===== src/rtl/hmmm_pkg.sv =====
// Shared definitions for the Hmmm memory port: default widths and the access FSM encoding.
package hmmm_pkg;

    localparam int ADDR_W_DEF  = 8;
    localparam int DATA_W_DEF  = 16;
    localparam int TIMEOUT_DEF = 15;

    typedef enum logic [1:0] {
        IDLE = 2'd0,
        RD   = 2'd1,
        WR   = 2'd2,
        DONE = 2'd3
    } mem_state_t;

endpackage


===== src/rtl/hmmm_mem_interface.sv =====
// Hmmm CPU memory port: owns MAR/MDR, runs the req/ack handshake to word memory
// and stalls control through busy until each access completes or times out.
module hmmm_mem_interface
    import hmmm_pkg::*;
#(
    parameter int ADDR_W  = ADDR_W_DEF,
    parameter int DATA_W  = DATA_W_DEF,
    parameter int TIMEOUT = TIMEOUT_DEF
) (
    input  logic              clk,
    input  logic              rst,
    input  logic [DATA_W-1:0] bus,
    output logic [DATA_W-1:0] bus_out,
    output logic              bus_oe,
    input  logic              mar_in,
    input  logic              mdr_in,
    input  logic              mdr_load,
    input  logic              mem_write,
    input  logic              mdr_out,
    output logic              busy,
    output logic              fault,
    output logic [ADDR_W-1:0] mem_addr,
    output logic [DATA_W-1:0] mem_wdata,
    output logic              mem_req,
    output logic              mem_we,
    input  logic [DATA_W-1:0] mem_rdata,
    input  logic              mem_ack
);

    // Timer holds (req cycles so far - 1); the access gives up when it reaches TIMEOUT-1.
    localparam int TMR_W = (TIMEOUT > 1) ? $clog2(TIMEOUT) : 1;
    localparam logic [TMR_W-1:0] TMR_LAST = TMR_W'(TIMEOUT - 1);

    mem_state_t        state;
    logic [ADDR_W-1:0] mar;
    logic [DATA_W-1:0] mdr;
    logic [TMR_W-1:0]  timer;
    logic              timeout_hit;

    assign timeout_hit = (TIMEOUT != 0) && (timer == TMR_LAST);

    always_ff @(posedge clk or negedge rst) begin
        if (!rst) begin
            state <= IDLE;
            mar   <= '0;
            mdr   <= '0;
            timer <= '0;
            fault <= 1'b0;
        end else begin
            case (state)
                // DONE accepts new commands exactly like IDLE so accesses can run back-to-back.
                IDLE, DONE: begin
                    timer <= '0;
                    if (mar_in)   mar <= bus[ADDR_W-1:0];
                    if (mdr_load) mdr <= bus;
                    if (mdr_in)         state <= RD;
                    else if (mem_write) state <= WR;
                    else                state <= IDLE;
                end
                RD, WR: begin
                    if (mem_ack) begin
                        if (state == RD) mdr <= mem_rdata;
                        state <= DONE;
                    end else if (timeout_hit) begin
                        fault <= 1'b1;
                        state <= DONE;
                    end else begin
                        timer <= timer + 1'b1;
                    end
                end
                default: state <= IDLE;
            endcase
        end
    end

    generate
        if (DATA_W > ADDR_W) begin : g_bus_hi
            logic unused_bus_hi;
            assign unused_bus_hi = ^bus[DATA_W-1:ADDR_W];
        end
    endgenerate

    assign mem_req   = (state == RD) || (state == WR);
    assign mem_we    = (state == WR);
    assign busy      = mem_req;
    assign mem_addr  = mar;
    assign mem_wdata = mdr;
    // Qualified by rst so the bus is released the moment reset asserts.
    assign bus_oe    = mdr_out & ~busy & rst;
    assign bus_out   = bus_oe ? mdr : '0;

endmodule


===== config.mk =====
export PLATFORM = sky130hd
export DESIGN_NAME = hmmm_mem_interface
export DESIGN_NICKNAME = d
export VERILOG_FILES = /design/src/rtl/hmmm_pkg.sv /design/src/rtl/hmmm_mem_interface.sv
export SDC_FILE = /design/constraint.sdc
export NUM_CORES = 1
export LEC_CHECK = 0
export ABC_CLOCK_PERIOD_IN_PS = 3900
export CAP_MARGIN = 15
export CORE_UTILIZATION = 43
export DETAILED_ROUTE_END_ITERATION = 10
export PLACE_DENSITY = 0.85
export SKIP_CTS_REPAIR_TIMING = 1
export SYNTH_ARGS = -nofsm -noshare
export SYNTH_HDL_FRONTEND = slang
export SYNTH_SLANG_ARGS = --single-unit

===== constraint.sdc =====
create_clock -name clk -period 3.9 [get_ports clk]
set_clock_uncertainty 0.15 [all_clocks]
set_input_delay 0.975 -clock clk [delete_from_list [all_inputs] [get_ports clk]]
set_output_delay 0.975 -clock clk [all_outputs]
set_load 0.02 [all_outputs]

==> flow_summary.ini, run 1 <==
; synthesis and place-and-route metrics
[power]
internal_power_mw = 1.501
peakVddDrop_uv = 620.0
switching_share_pct = 36.90

[synthesis]
area_leaders = dfrtp_1, mux2_2, mux2_4
edf_count = 0
top_area_cell = dfrtp_1
ys_area_um2 = 1680
syn_area_um2 = 1680
yosys_cells = 128

[layout]
fill_cells = 259
syn_to_final_growth_pct = 57.48
post_route_cells_drive_above_1_share_pct = 26.51
final_common_cell = clkdlybuf4s50_1
antenna_cells = 0

[setup_path]
crit_top_cell = clkdlybuf4s50_1
worstSetupEndpoint = bus_out[1]
cp-end-kind = output pin
critPathArrivalTime_ns = 2.60
worstReg2RegStart = state[0]
path_class = in2out

[global_routing]
busiest_layer = met2
antenna_found_initial = 0
grt_pass1_vias = 1414

[hold_path]
hold_end = fault
hold_start = fault
hp-class = reg2reg

[detailed_routing]
wl_met2_um = 2003
routed.top_layer = met4
antenna_left = 0
drt-wirelength-per-cell_um = 15.30
wl_met3_um = 307
wl_met1_um = 1612
first_pass_iters = 4
detail_route.iter0.violations = 56

[clock_tree]
cts.sinks = 31
clkTransAtPathRegs_ns = 0.06
cts_root_buf = clkbuf_8

[floorplanning]
initial_core_util_pct = 45.22
ios = 85
die-area_um2 = 4162
dieWidth_um = 64.51
die_y_um = 64.51

[place]
place_hpwl_um = 2967

[timing]
drv_slew = 0
fmax_ghz = 0.2686
rsz0062_at_grt = no
slew_headroom_pct = 55.22

[flow_run]
warning_count = 28

[status]
status = finished, final reports clean
run 1: power by group through the flow:
stage                     Sequential (mW)  Clock [mW]  Combinational (mW)
after floorplan                     0.726           0               0.884
after global placement              0.572           0                1.46
after detailed placement            0.584           0                1.48
after CTS                           0.580       0.332                1.49
after global routing                0.600       0.350                1.56
final                               0.581       0.327                1.47
run 1: worst max-delay path: cells and delay by family:
kind | cells | cell delay (ns)
buffers and inverters | 2 | 1.09
and+or+nand+nor | 2 | 0.53
run 1: through the flow:
| step | std cells | worst slack (ns) | util, % | hold slack (ns) | area, um^2 |
|---|---|---|---|---|---|
| after floorplan | 128 | 1.058 | - | 0.3483 | 1680 |
| after global placement | 255 | 0.2035 | 68.05 | 0.3068 | 2529 |
| after detailed placement | 255 | 0.1564 | 68.05 | 0.3138 | 2529 |
| after CTS | 263 | 0.1513 | 71.21 | 0.3295 | 2646 |
| after global routing | 263 | 0.09408 | 71.21 | 0.3577 | 2646 |
| final | 263 | 0.1766 | 71.21 | 0.3278 | 2646 |
run 1: state kept, by name (all words and copies together), names as in the netlist:
name / flops
mem_wdata: 16
state: 2
fault: 1
mem_addr: 8
timer: 4
run 1: cell families after synthesis:
kind of cell,count (synthesis),synth area share (%)
xor gates and xnor gates,1,0.5213
adders and majority gates,4,2.979
buffers and inverters,13,5.361
AOI/OAI and AO/OA,10,5.213
and+or+nand+nor,29,10.72
muxes,40,29.04
DFF,31,46.17
run 1: area by class of cell:
type                    instances  area, um^2  share of cell area (%)
clock inverters                 2       35.03                   1.324
well taps                      48       60.06                   2.270
flip-flops and latches         31       775.7                   29.31
multi-input cells              84       814.5                   30.78
repair buffers                 86       855.8                   32.34
clock buffers                   6       82.58                   3.121
inverters                       6       22.52                  0.8511
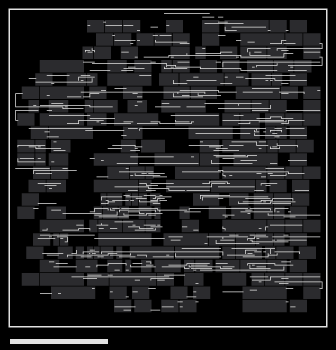
Run 1: metal 1
Bar = 20 um. Cells faint in the background.
- main direction: horizontal
- nets with wire on the layer: 204
WL final: 4024 um
GR Util met1: 22.55%
via count: 1,322

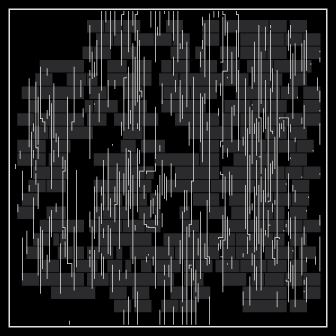
Run 1: signal wires on met2
Cells faint in the background.
- wire length on this layer: 2,000 um
- share of all routed wire: 50%
- nets with wire on the layer: 232
met2 GRT Util: 37.50%

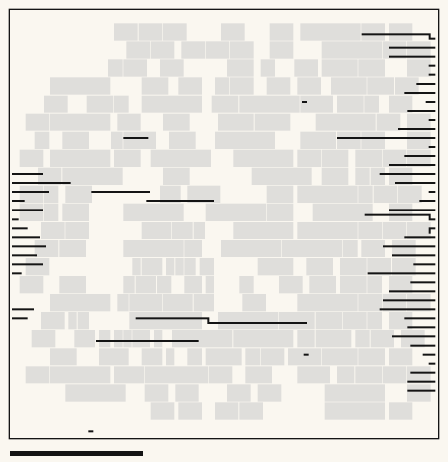
Run 1: signal wires on met3
Bar = 20 um. Cells faint in the background.
- wire length on this layer: 308 um
- main direction: horizontal
M3 GR Usage: 4.049%

Run 1, placement view:
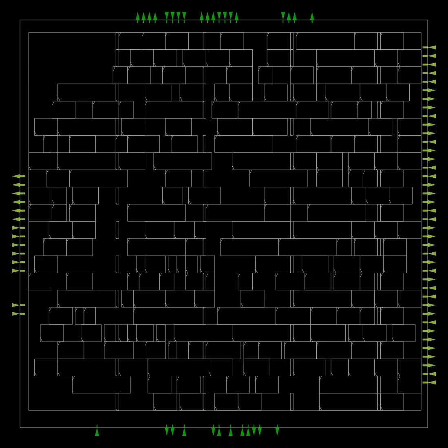

==> inputs of run 2 (changes only) <==
--- a/config.mk
+++ b/config.mk
@@ -7,6 +7,7 @@
 export LEC_CHECK = 0
 export ABC_CLOCK_PERIOD_IN_PS = 3900
 export CAP_MARGIN = 15
+export CORE_MARGIN = 3
 export CORE_UTILIZATION = 43
 export DETAILED_ROUTE_END_ITERATION = 10
 export PLACE_DENSITY = 0.85
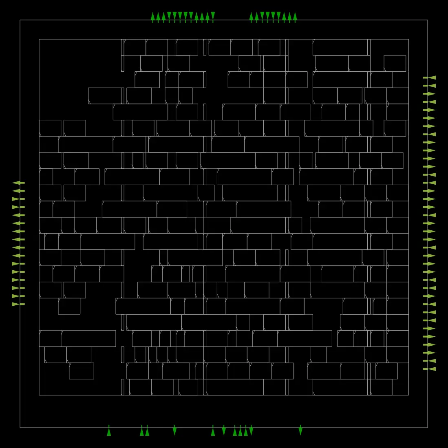
Run 2: placement view
Seq cells: 31
final core utilization: 70.40%

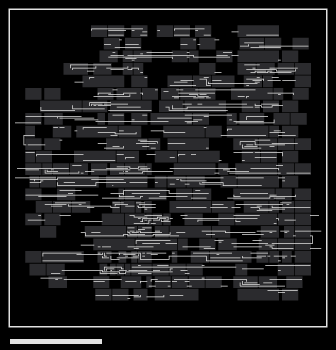
Run 2: metal 1
Bar = 20 um. Cells faint in the background.
- nets with wire on the layer: 208
- share of all routed wire: 38%
- longest straight run: 35.9 um
- main direction: horizontal
- wire length on this layer: 1,610 um
GR Util met1: 18.76%
via count: 1,304

==> run 2 against run 1 <==
Count of clock-buffer cells in the layout stayed put. Register-to-register slack worse by 0.05 ns. Critical endpoint is now bus_out[14]. Combinational power hardly changed. Clock power is 24% lower. Critical path depth stayed put. Sequential power hardly changed. Maximum frequency is 1.3% lower. Sequential share of layout area is 0.34 points higher. Setup slack worse by 0.050 ns. Non-clock buffer count stayed put.
==> flow_summary.ini, run 2 <==
; synthesis and place-and-route metrics
[status]
status = finished, final reports clean

[hold_path]
hold_start = fault
hold_end = fault
min_path_cells = 1
hp-class = reg2reg

[floorplanning]
dieWidth_um = 68.51
die_y_um = 68.51
ios = 85
rows = 22
die-area_um2 = 4694
initial_core_util_pct = 45.22

[setup_path]
cp_top_family = buffers and inverters
cp_num_buf_inv = 2
start_kind = input port
r2r-end = mem_wdata[6]
worstReg2RegStart = state[0]
path_class = in2out
crit_top_cell = clkdlybuf4s50_1
cp-end-kind = output pin
critPathArrivalTime_ns = 2.65
rrSetupSlack_ns = 1.48
required_ns = 2.77

[detailed_routing]
detail_route.wirelength_um = 4207
antenna_left = 0
avgViaCountPerCell = 4.977
drt-wirelength-per-cell_um = 16.06
first_pass_iters = 4
detail_route.iter0.violations = 29

[timing]
setup_slack_ns = 0.1263
rsz0062_at_grt = no
fmax_ghz = 0.2650
setup_viol = 0
fin_crit_ns = 3.774
slew_headroom_pct = 52.09
drv_slew = 0

[power]
internal_power_mw = 1.433
p_switching_uw = 876.4
switching_share_pct = 37.95
peakVddDrop_uv = 401.2
clockPowerShare_pct = 10.8

[synthesis]
logic_family = multiplexers
top_area_cell = dfrtp_1
edf_count = 0
syn_area_um2 = 1680
yosys_cells = 128
area_leaders = dfrtp_1, mux2_2, mux2_4
top_cell = dfrtp_1
ys_area_um2 = 1680
mux_area_share_pct = 29.04
adder_share_pct = 2.978
aoi_share_pct = 5.212
ys_sh_xor_pct = 0.5212
synth.cellmix.simpleShare_pct = 10.72

[clock_tree]
cts_root_buf = clkbuf_8
cts_tree = built
cts.sinks = 31
cts_max_level = 2
numCtsBuffers = 5
clockBufferDepth = 2
clkTransAtPathRegs_ns = 0.07
clk_latency_ns = 0.27

[layout]
final_common_cell = clkdlybuf4s50_1
stdcell_count = 262
post_route_cells_drive_above_1_share_pct = 26.17
syn_to_final_growth_pct = 55.70
largest_reg_flops = 16
fill_cells = 257
antenna_cells = 0
mostFrequentLayoutCells = clkdlybuf4s50_1, dfrtp_1, mux2_2
seq_area_um2 = 775.7
logic_area_um2 = 814.5

[place]
dp_slack_ns = 0.1345
dpl.cell_count = 255
place_hpwl_um = 3148

[flow_run]
warning_count = 28

[global_routing]
grtUsageTotal_pct = 18.18
antenna_found_initial = 0
grt_pass1_vias = 1350
==> run 2: cell counts after synthesis <==
No cell type changed its count.
==> run 2: per-stage QoR <==
stage                     cell area, um^2  utilization (%)  hold WS [ns]  power [mW]
after floorplan                      1680                -        0.3483       1.610
after detailed placement             2529            68.05        0.3203       2.075
after CTS                            2616            70.40        0.3349       2.332
after global routing                 2616            70.40        0.3436       2.443
after global placement               2529            68.05        0.3073       2.034
final                                2616            70.40        0.3258       2.310
==> run 2: final cells by class <==
type	instances	area share (%)
multi-input combinational	84	31.13
inverter	6	0.8608
clock buffer	6	3.156
tap	48	2.296
clock inverter	1	0.1913
sequential	31	29.65
timing repair buffer	86	32.71
==> run 2: metal layers <==
layer	vias to the layer above	part of all wire, %	GRT usage, %	wire length, um
li1	613	-	-	-
met1	628	38	18.76	1613
met2	59	51	34.21	2135
met3	4	9.7	4.376	410
met4	0	1.1	8.189	48
met5	-	0	0	0
==> run 2: how the worst max path moves through the flow <==
stage / startpoint / endpoint / slack [ns] / cells past startpoint
global placement: rst / bus_out[0] / 0.20 / 4
detailed placement: rst / bus_out[14] / 0.13 / 4
CTS: rst / bus_out[14] / 0.13 / 4
floorplan: rst / bus_out[10] / 1.06 / 4
global route: rst / bus_out[6] / 0.09 / 4
finish: rst / bus_out[14] / 0.13 / 4
==> run 2: power groups by stage <==
stage | sequential [mW] | clock (mW) | combinational, mW
after floorplan | 0.726 | 0 | 0.884
after global placement | 0.572 | 0 | 1.46
after detailed placement | 0.587 | 0 | 1.49
after CTS | 0.582 | 0.254 | 1.50
after global routing | 0.603 | 0.271 | 1.57
final | 0.582 | 0.249 | 1.48
==> inputs of run 3 (changes only) <==
--- a/config.mk
+++ b/config.mk
@@ -10,6 +10,7 @@
 export CORE_MARGIN = 3
 export CORE_UTILIZATION = 43
 export DETAILED_ROUTE_END_ITERATION = 10
+export GPL_ROUTABILITY_DRIVEN = 0
 export PLACE_DENSITY = 0.85
 export SKIP_CTS_REPAIR_TIMING = 1
 export SYNTH_ARGS = -nofsm -noshare
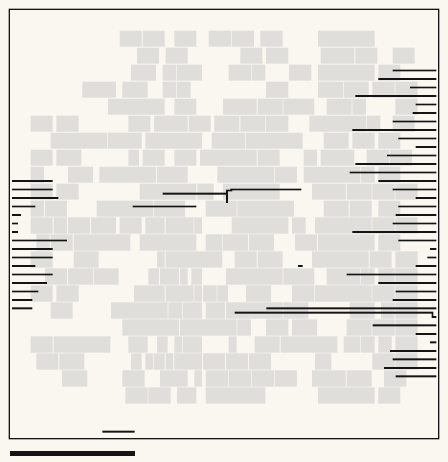
Run 3: signal wires on met3
Bar = 20 um. Cells faint in the background.
- wire length on this layer: 410 um
- longest straight run: 31.5 um
- share of all routed wire: 9.8%
- nets with wire on the layer: 55
- main direction: horizontal
M3 GR Usage: 4.376%
WL final: 4207 um

==> run 3 against run 2 <==
Sequential share of layout area is the same. First-iteration DRC count is the same. Setup slack unchanged. Global-route usage stayed put.
==> flow_summary.ini, run 3 <==
; synthesis and place-and-route metrics
[synthesis]
logic_family = multiplexers
edf_count = 0
ys_sh_xor_pct = 0.5212
yosys_cells = 128
syn_area_um2 = 1680
top_cell = dfrtp_1
aoi_share_pct = 5.212
top_area_cell = dfrtp_1
synth.cellmix.simpleShare_pct = 10.72

[clock_tree]
clockBufferDepth = 2
cts_max_level = 2
clk_latency_ns = 0.27
cts_root_buf = clkbuf_8
cts.sinks = 31
numCtsBuffers = 5
clkTransAtPathRegs_ns = 0.07

[floorplanning]
rows = 22
die_y_um = 68.51
dieWidth_um = 68.51
die-area_um2 = 4694

[place]
dpl.cell_count = 255
dp_slack_ns = 0.1345
place_hpwl_um = 3148

[layout]
post_route_cells_drive_above_1_share_pct = 26.17
antenna_cells = 0
fill_cells = 257
largest_reg_flops = 16
syn_to_final_growth_pct = 55.70
stdcell_count = 262
mostFrequentLayoutCells = clkdlybuf4s50_1, dfrtp_1, mux2_2

[timing]
setup_slack_ns = 0.1263
slew_headroom_pct = 52.09
holdWs_ns = 0.3258
fmax_ghz = 0.2650
setup_viol = 0
drv_slew = 0
fin_crit_ns = 3.774
rsz0062_at_grt = no

[setup_path]
cp-end-kind = output pin
path_class = in2out
start_kind = input port
required_ns = 2.77
rrSetupSlack_ns = 1.48
crit_top_cell = clkdlybuf4s50_1
cp_top_family = buffers and inverters
critPathArrivalTime_ns = 2.65

[global_routing]
grtUsageTotal_pct = 18.18
busiest_layer = met2
met1_usage_pct = 18.76

[power]
power.total_mw = 2.310
peakVddDrop_uv = 401.2

[detailed_routing]
detail_route.iter0.violations = 29
vias = 1304
antenna_left = 0
avgViaCountPerCell = 4.977

[flow_run]
warning_count = 28

[status]
status = finished, final reports clean
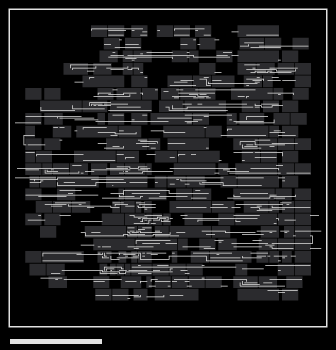
Run 3: metal 1
Bar = 20 um. Cells faint in the background.
- nets with wire on the layer: 208
- wire length on this layer: 1,610 um
- share of all routed wire: 38%
- main direction: horizontal

run 3: power breakdown:
part           leakage, nW  internal, mW  switching [mW]  total (mW)
clock network       0.0470         0.138           0.110       0.249
registers            0.372         0.478           0.104       0.582
logic                0.692         0.817           0.662        1.48
total                 1.11          1.43           0.876        2.31
run 3: worst paths after layout:
| kind | startpoint | end | depth (start not counted) |
|---|---|---|---|
| setup / recovery | rst | bus_out[14] | 4 |
| hold / removal | fault | fault | 1 |
| setup reg to reg | state[0] | mem_wdata[6] | 6 |
| hold reg to reg | fault | fault | 1 |
| max in group asynchronous | rst | mem_wdata[5] | 2 |
| min in group asynchronous | rst | mem_wdata[15] | 2 |
run 3: per-stage QoR:
stage                     util [%]  instance area (um^2)
final                        70.40                  2616
after global routing         70.40                  2616
after CTS                    70.40                  2616
after detailed placement     68.05                  2529
after global placement       68.05                  2529
after floorplan                  -                  1680
run 3: kinds of logic after synthesis:
family,after synthesis
fa+ha+maj,4
simple gates,29
xor+xnor,1
mux,40
compound gates,10
buf+inv,13
flops,31
run 3: layout make-up:
type	instances	area, um^2	area share (%)
timing repair buffer	86	855.8	32.71
clock buffer	6	82.58	3.156
tap	48	60.06	2.296
inverter	6	22.52	0.8608
clock inverter	1	5.005	0.1913
sequential	31	775.7	29.65
multi-input combinational	84	814.5	31.13
run 3: worst register-to-register path: stages, from the launching register on:
cell	delay (ns)
dfrtp_1	0.37
inv_1	0.05
ha_1	0.32
buf_4	0.26
inv_2	0.16
a2bb2oi_4	0.58
mux2_2	0.41
run 3: layer usage:
metal | up-vias | routed length [um]
li1 | 613 | -
met1 | 628 | 1613
met2 | 59 | 2135
met3 | 4 | 410
met4 | 0 | 48
met5 | - | 0
No activity file was given, so power comes from the tool's default toggle rates.
